Figure 1. Power grid.
Bar = 20 microns. Pins as bars on the die edge.
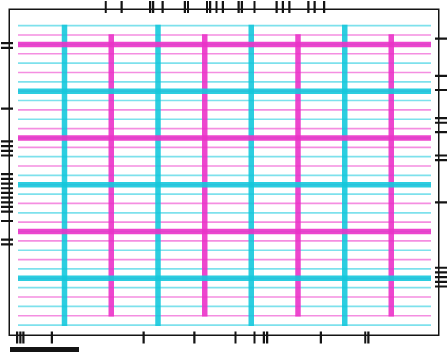
Figure 2. Placed cells, one colour a class.
Bar = 20 microns.
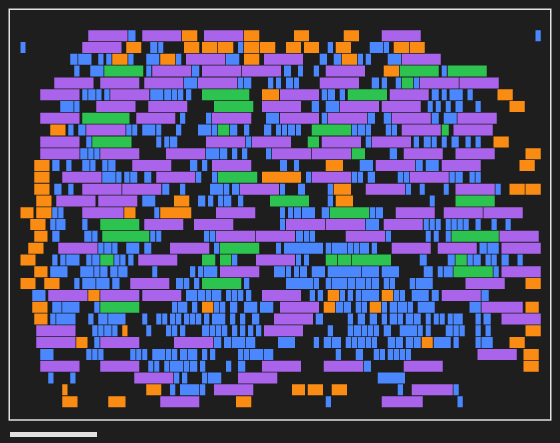
Figure 3. Clock network drawn from the DEF.
Bar = 20 microns.
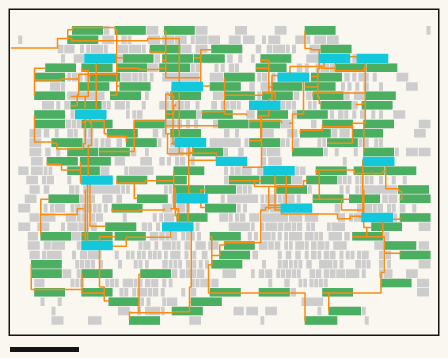
<file path="config.mk">
export PLATFORM = sky130hd
export DESIGN_NAME = qspi_boot_loader
export DESIGN_NICKNAME = d
export VERILOG_FILES = /design/src/rtl/qspi_boot_loader.sv
export SDC_FILE = /design/constraint.sdc
export NUM_CORES = 1
export LEC_CHECK = 0
export ABC_AREA = 1
export ABC_CLOCK_PERIOD_IN_PS = 1820
export CORE_ASPECT_RATIO = 0.75
export CORE_MARGIN = 2
export CORE_UTILIZATION = 50
export DETAILED_ROUTE_END_ITERATION = 6
export PLACE_DENSITY = 0.73
export RECOVER_POWER = 100
export SLEW_MARGIN = 10
export SYNTH_ARGS = -nofsm -noshare
export SYNTH_HDL_FRONTEND = slang
export SYNTH_SLANG_ARGS = --single-unit
export TNS_END_PERCENT = 20
</file>
<file path="constraint.sdc">
create_clock -name clk -period 1.82 [get_ports clk]
set_clock_uncertainty 0.1 [all_clocks]
set_input_delay 0.364 -clock clk [delete_from_list [all_inputs] [get_ports clk]]
set_output_delay 0.364 -clock clk [all_outputs]
set_load 0.005 [all_outputs]
</file>
<file path="src/rtl/qspi_boot_loader.sv">
// Boot-time copier: reads WORDS 32-bit words from SPI flash (READ 0x03, single-bit
// mode 0) and writes them to TCM, then releases the core reset.
module qspi_boot_loader #(
    parameter int          TCM_AWIDTH = 15,
    parameter int          WORDS      = 16,
    parameter logic [23:0] FLASH_ADDR = 24'h40_0000,
    parameter int          SCK_DIV    = 2
) (
    input  logic                  clk,
    input  logic                  rst_n,
    input  logic                  boot_skip_i,
    output logic                  io_qspi_sck_o,
    output logic                  io_qspi_cs_0_o,
    output logic [3:0]            io_qspi_dq_o,
    output logic [3:0]            io_qspi_dq_oe,
    input  logic [3:0]            io_qspi_dq_i,
    output logic                  tcm_we_o,
    output logic [TCM_AWIDTH-3:0] tcm_addr_o,
    output logic [31:0]           tcm_wdata_o,
    input  logic                  tcm_gnt_i,
    output logic                  done_o,
    output logic                  core_rst_n_o
);
    localparam int CW = TCM_AWIDTH - 1;
    localparam int DW = (SCK_DIV > 1) ? $clog2(SCK_DIV) : 1;
    localparam logic [CW-1:0] WORDS_LAST = CW'(WORDS - 1);
    localparam logic [DW-1:0] DIV_LAST   = DW'(SCK_DIV - 1);
    localparam logic [7:0]    CMD_READ   = 8'h03;

    typedef enum logic [2:0] {IDLE, CS_SETUP, CMD, ADDR, DATA, WRITE, CS_HOLD, DONE} state_t;

    state_t                state;
    logic [DW-1:0]         div_cnt;
    logic [4:0]            bit_cnt;
    logic [CW-1:0]         word_cnt;
    logic [31:0]           tx_sh;
    logic [31:0]           rx_sh;
    logic                  sck, cs_n, mosi, busy, we, done;
    logic [TCM_AWIDTH-3:0] addr;
    logic [31:0]           wdata;

    logic div_end;
    assign div_end = (div_cnt == DIV_LAST);

    logic unused_dq;
    assign unused_dq = ^{io_qspi_dq_i[3:2], io_qspi_dq_i[0]};

    always_ff @(posedge clk or negedge rst_n) begin
        if (!rst_n) begin
            state    <= IDLE;
            div_cnt  <= '0;
            bit_cnt  <= '0;
            word_cnt <= '0;
            tx_sh    <= '0;
            rx_sh    <= '0;
            sck      <= 1'b0;
            cs_n     <= 1'b1;
            mosi     <= 1'b0;
            busy     <= 1'b0;
            we       <= 1'b0;
            done     <= 1'b0;
            addr     <= '0;
            wdata    <= '0;
        end else begin
            case (state)
                IDLE: begin
                    if (boot_skip_i || WORDS == 0) begin
                        state <= DONE;
                        done  <= 1'b1;
                    end else begin
                        state   <= CS_SETUP;
                        cs_n    <= 1'b0;
                        busy    <= 1'b1;
                        tx_sh   <= {CMD_READ, FLASH_ADDR};
                        div_cnt <= '0;
                    end
                end
                CS_SETUP: begin
                    if (div_end) begin
                        div_cnt <= '0;
                        bit_cnt <= '0;
                        state   <= CMD;
                        mosi    <= tx_sh[31];
                        tx_sh   <= {tx_sh[30:0], 1'b0};
                    end else begin
                        div_cnt <= div_cnt + 1'b1;
                    end
                end
                // Command and address share one 32-bit shifter; MOSI moves only as sck falls.
                CMD, ADDR: begin
                    if (div_end) begin
                        div_cnt <= '0;
                        sck     <= ~sck;
                        if (sck) begin
                            bit_cnt <= bit_cnt + 1'b1;
                            mosi    <= tx_sh[31];
                            tx_sh   <= {tx_sh[30:0], 1'b0};
                            if (bit_cnt == 5'd7) state <= ADDR;
                            if (bit_cnt == 5'd31) begin
                                state <= DATA;
                                mosi  <= 1'b0;
                            end
                        end
                    end else begin
                        div_cnt <= div_cnt + 1'b1;
                    end
                end
                DATA: begin
                    if (div_end) begin
                        div_cnt <= '0;
                        sck     <= ~sck;
                        if (!sck) begin
                            rx_sh <= {rx_sh[30:0], io_qspi_dq_i[1]};
                        end else begin
                            bit_cnt <= bit_cnt + 1'b1;
                            if (bit_cnt == 5'd31) begin
                                state <= WRITE;
                                we    <= 1'b1;
                                // first byte on the wire is the least significant
                                wdata <= {rx_sh[7:0], rx_sh[15:8], rx_sh[23:16], rx_sh[31:24]};
                            end
                        end
                    end else begin
                        div_cnt <= div_cnt + 1'b1;
                    end
                end
                WRITE: begin
                    if (tcm_gnt_i) begin
                        we       <= 1'b0;
                        addr     <= addr + 1'b1;
                        word_cnt <= word_cnt + 1'b1;
                        div_cnt  <= '0;
                        state    <= (word_cnt == WORDS_LAST) ? CS_HOLD : DATA;
                    end
                end
                CS_HOLD: begin
                    if (div_end) begin
                        state <= DONE;
                        cs_n  <= 1'b1;
                        busy  <= 1'b0;
                        done  <= 1'b1;
                    end else begin
                        div_cnt <= div_cnt + 1'b1;
                    end
                end
                DONE: state <= DONE;
                default: state <= IDLE;
            endcase
        end
    end

    assign io_qspi_sck_o  = sck;
    assign io_qspi_cs_0_o = cs_n;
    assign io_qspi_dq_o   = {3'b000, mosi};
    assign io_qspi_dq_oe  = {3'b000, busy};
    assign tcm_we_o       = we;
    assign tcm_addr_o     = addr;
    assign tcm_wdata_o    = wdata;
    assign done_o         = done;
    assign core_rst_n_o   = done;
endmodule
</file>
==> impl_metrics.json <==
{
  "async_flop_share_pct": 100.0,
  "required_ps": 1360,
  "ys_seq_share_pct": 53.41,
  "irDropWorstVdd_mv": 0.7408,
  "r2r-start": "state[1]",
  "power.density_mw_per_mm2": 1308,
  "hold_path.class": "register to register",
  "leakagePower_nw": 3.152,
  "area_delta_synth_final_pct": 24.07,
  "cp_slowest_cell": "clkdlybuf4s50_1",
  "cp-startpoint": "tcm_addr_o[2]",
  "ys.flop_type": "dfrtp_1",
  "status": "finished, final reports clean",
  "layout_top_cell": "nand2_1",
  "endpoint_kind": "output pin",
  "route.detailed.drc": 0,
  "hp-start": "tx_sh[29]",
  "hold_viol": 0,
  "yosys_area_sq_mm": 0.005438,
  "fmax_mhz": 557.8,
  "hpwl_mm": 7.038,
  "drv_slew": 0,
  "cp_max_fo": 4,
  "netlist_area_sq_mm": 0.005438,
  "grt_pass1_wl_mm": 18.76,
  "layout_top_cells": "nand2_1, dfrtp_1, inv_1",
  "path_clk_slew_ps": 60,
  "avgSynthCellArea_sq_um": 9.093,
  "top_usage_layer": "met2",
  "pin_count": 66,
  "ys.warnings.count": 0,
  "synth.distinct_cells": 38,
  "period_used_pct": 98.51,
  "layout.nets": 683,
  "dr.pass1.iters": 6,
  "fp_util_pct": 52.04,
  "gp_congestion": 0.9159,
  "synth-edff-count": 0,
  "use_met3_pct": 4.784,
  "cts_buffer_depth": 2,
  "fin_setup_tns_ps": 0,
  "met1_usage_pct": 26.63,
  "maxCapViolations": 0,
  "cts_tree": "done",
  "synth.largest_area_cell": "dfrtp_1",
  "ys_seq_elements": 116,
  "routed_wirelength_mm": 11.27,
  "cts.sinks": 116,
  "drtAntennaViolNets": 0,
  "ys_cells": 598,
  "grt_max_degree": 67,
  "finalSetupViolCount": 0,
  "utilization_pct": 64.56,
  "wl_per_cell_microns": 13.73,
  "synthCells": 598,
  "first_global_vias": 4042,
  "cp_top_family": "buffers and inverters",
  "antenna_found_initial": 0,
  "gr-total-overflow": 0,
  "path_buffers": 1,
  "cts-root-buf": "clkbuf_16",
  "fin_crit_ps": 1793,
  "dieArea_sq_mm": 0.01173,
  "vias_per_cell": 5.060,
  "path_class": "register to output pin",
  "n_antenna_cell": 0,
  "drt_iter0_drc": 259,
  "topCellsByArea": "dfrtp_1, nand2_1, o21ai_2, inv_1, o21ai_0",
  "numCtsBuffers": 17,
  "tightest_slew_ps": 894.6,
  "startpoint_type": "register",
  "track_usage_pct": 19.87
}
Back to the opening pictures, Figure 1:
| net | colour |
|---|---|
| VSS | cyan |
| VDD | magenta |
rows: 32
met5 straps: 6
met1 rails: 33
signal pins: 66
met4 straps: 8
Die X: 124.4 microns
core area: 0.01045 sq mm
die height: 94.32 microns

Back to the opening pictures, Figure 2:
| class | colour | cells | share of their area |
|---|---|---|---|
| remaining buffers and delay cells | orange | 74 | 11% |
| registers | purple | 116 | 44% |
| remaining logic cells | blue | 463 | 35% |
| clock drivers and dummy loads | green | 32 | 9.6% |
row cnt: 32
flop share of the area: 43.10%

Back to the opening pictures, Figure 3:
[flip-flops] green | count: 116
[clock-net drivers] cyan | count: 17
[clock wires] orange | length: 1560 microns
flops lie: widely spread
routed clock nets: 18
Clock power frac: 40.2%
Skew-Pair Late Insertion Delay: 410 ps

==> registers in the layout, summed over array words and instances, names as in the netlist <==
| name | count |
|---|---|
| bit_cnt | 5 |
| core_rst_n_o | 1 |
| io_qspi_cs_0_o | 1 |
| state | 3 |
| tcm_we_o | 1 |
| mosi | 1 |
| tcm_wdata_o | 32 |
| tcm_addr_o | 13 |
| rx_sh | 32 |
| div_cnt | 1 |
| io_qspi_sck_o | 1 |
| tx_sh | 10 |
| busy | 1 |
| word_cnt | 14 |
==> per-layer routing <==
metal,routed length (microns),up-vias
met5,0,-
met3,456,15
met2,5306,99
met1,5390,2012
met4,119,0
li1,-,2028
==> synthesized netlist by cell type (7+ instances only) <==
| master | number |
|---|---|
| nand4_1 | 9 |
| o21ai_0 | 36 |
| xor2_1 | 16 |
| o21ai_2 | 32 |
| buf_6 | 7 |
| dfrtp_1 | 115 |
| o21ai_1 | 8 |
| nand2_1 | 173 |
| nand3_1 | 29 |
| nor2_1 | 34 |
| inv_1 | 63 |
| buf_4 | 10 |
==> kinds of logic after synthesis <==
kind of cell	Yosys count	synth area share (%)
other	1	0.06896
AND/OR/NAND/NOR	276	23.65
adder cells (fa/ha/maj)	3	0.6904
buffers and inverters	95	8.422
AND-OR/OR-AND	85	10.22
XOR/XNOR	22	3.543
flip-flops	116	53.41
==> final timing paths <==
check                                      end  slack [ps]  cells after the start
worst min-delay path                 tx_sh[30]         380                      2
worst min register to register       tx_sh[30]         380                      2
min in group asynchronous        tcm_addr_o[1]         490                      2
max in group asynchronous       io_qspi_cs_0_o         250                      3
worst max register to register   tcm_addr_o[9]         120                      7
worst max-delay path             tcm_addr_o[2]          30                      1
==> layout make-up <==
cell class / count / area, sq um
clock buffer: 17 / 425.4
timing repair buffer: 74 / 729.5
tap: 136 / 170.2
multi-input combinational: 392 / 2038
sequential: 116 / 2908
fill: 842 / 3704
inverter: 71 / 270.3
clock inverter: 15 / 205.2
==> tightest hold or removal path, stage by stage (launching register included) <==
cell and delay (ps):
dfrtp_1 340, nand2_1 50, nand2_1 60
==> where the power goes <==
part	switching, mW	internal [mW]	total (mW)
Sequential	0.305	2.92	3.23
Combinational	1.30	0.751	2.05
Clock	1.25	2.30	3.54
Total	2.85	5.97	8.82
==> metrics by stage <==
step	cell area, sq um	hold WS, ps	total power [mW]	std cells	worst slack, ps
3_3_place_gp	6150	141.3	5.322	783	12.86
4_1_cts	6790	249.3	8.952	816	-23.26
2_1_floorplan	5456	-31.59	4.786	603	213.2
5_1_grt	6746	397.4	9.336	821	-6.979
6_report	6746	378.9	8.821	821	27.14
3_5_place_dp	6150	143.2	5.402	783	-28.95
==> repair_timing <==
item | CTS | global route
pin swaps | 0 | 2
endpoints found under the hold margin | 30 | 0
gates cloned | 0 | 2
buffers inserted | 0 | 3
gates resized | 9 | 12
setup endpoints to repair | 12 | 61
hold buffers | 1 | 0
Power is estimated from default activity; no workload was simulated.
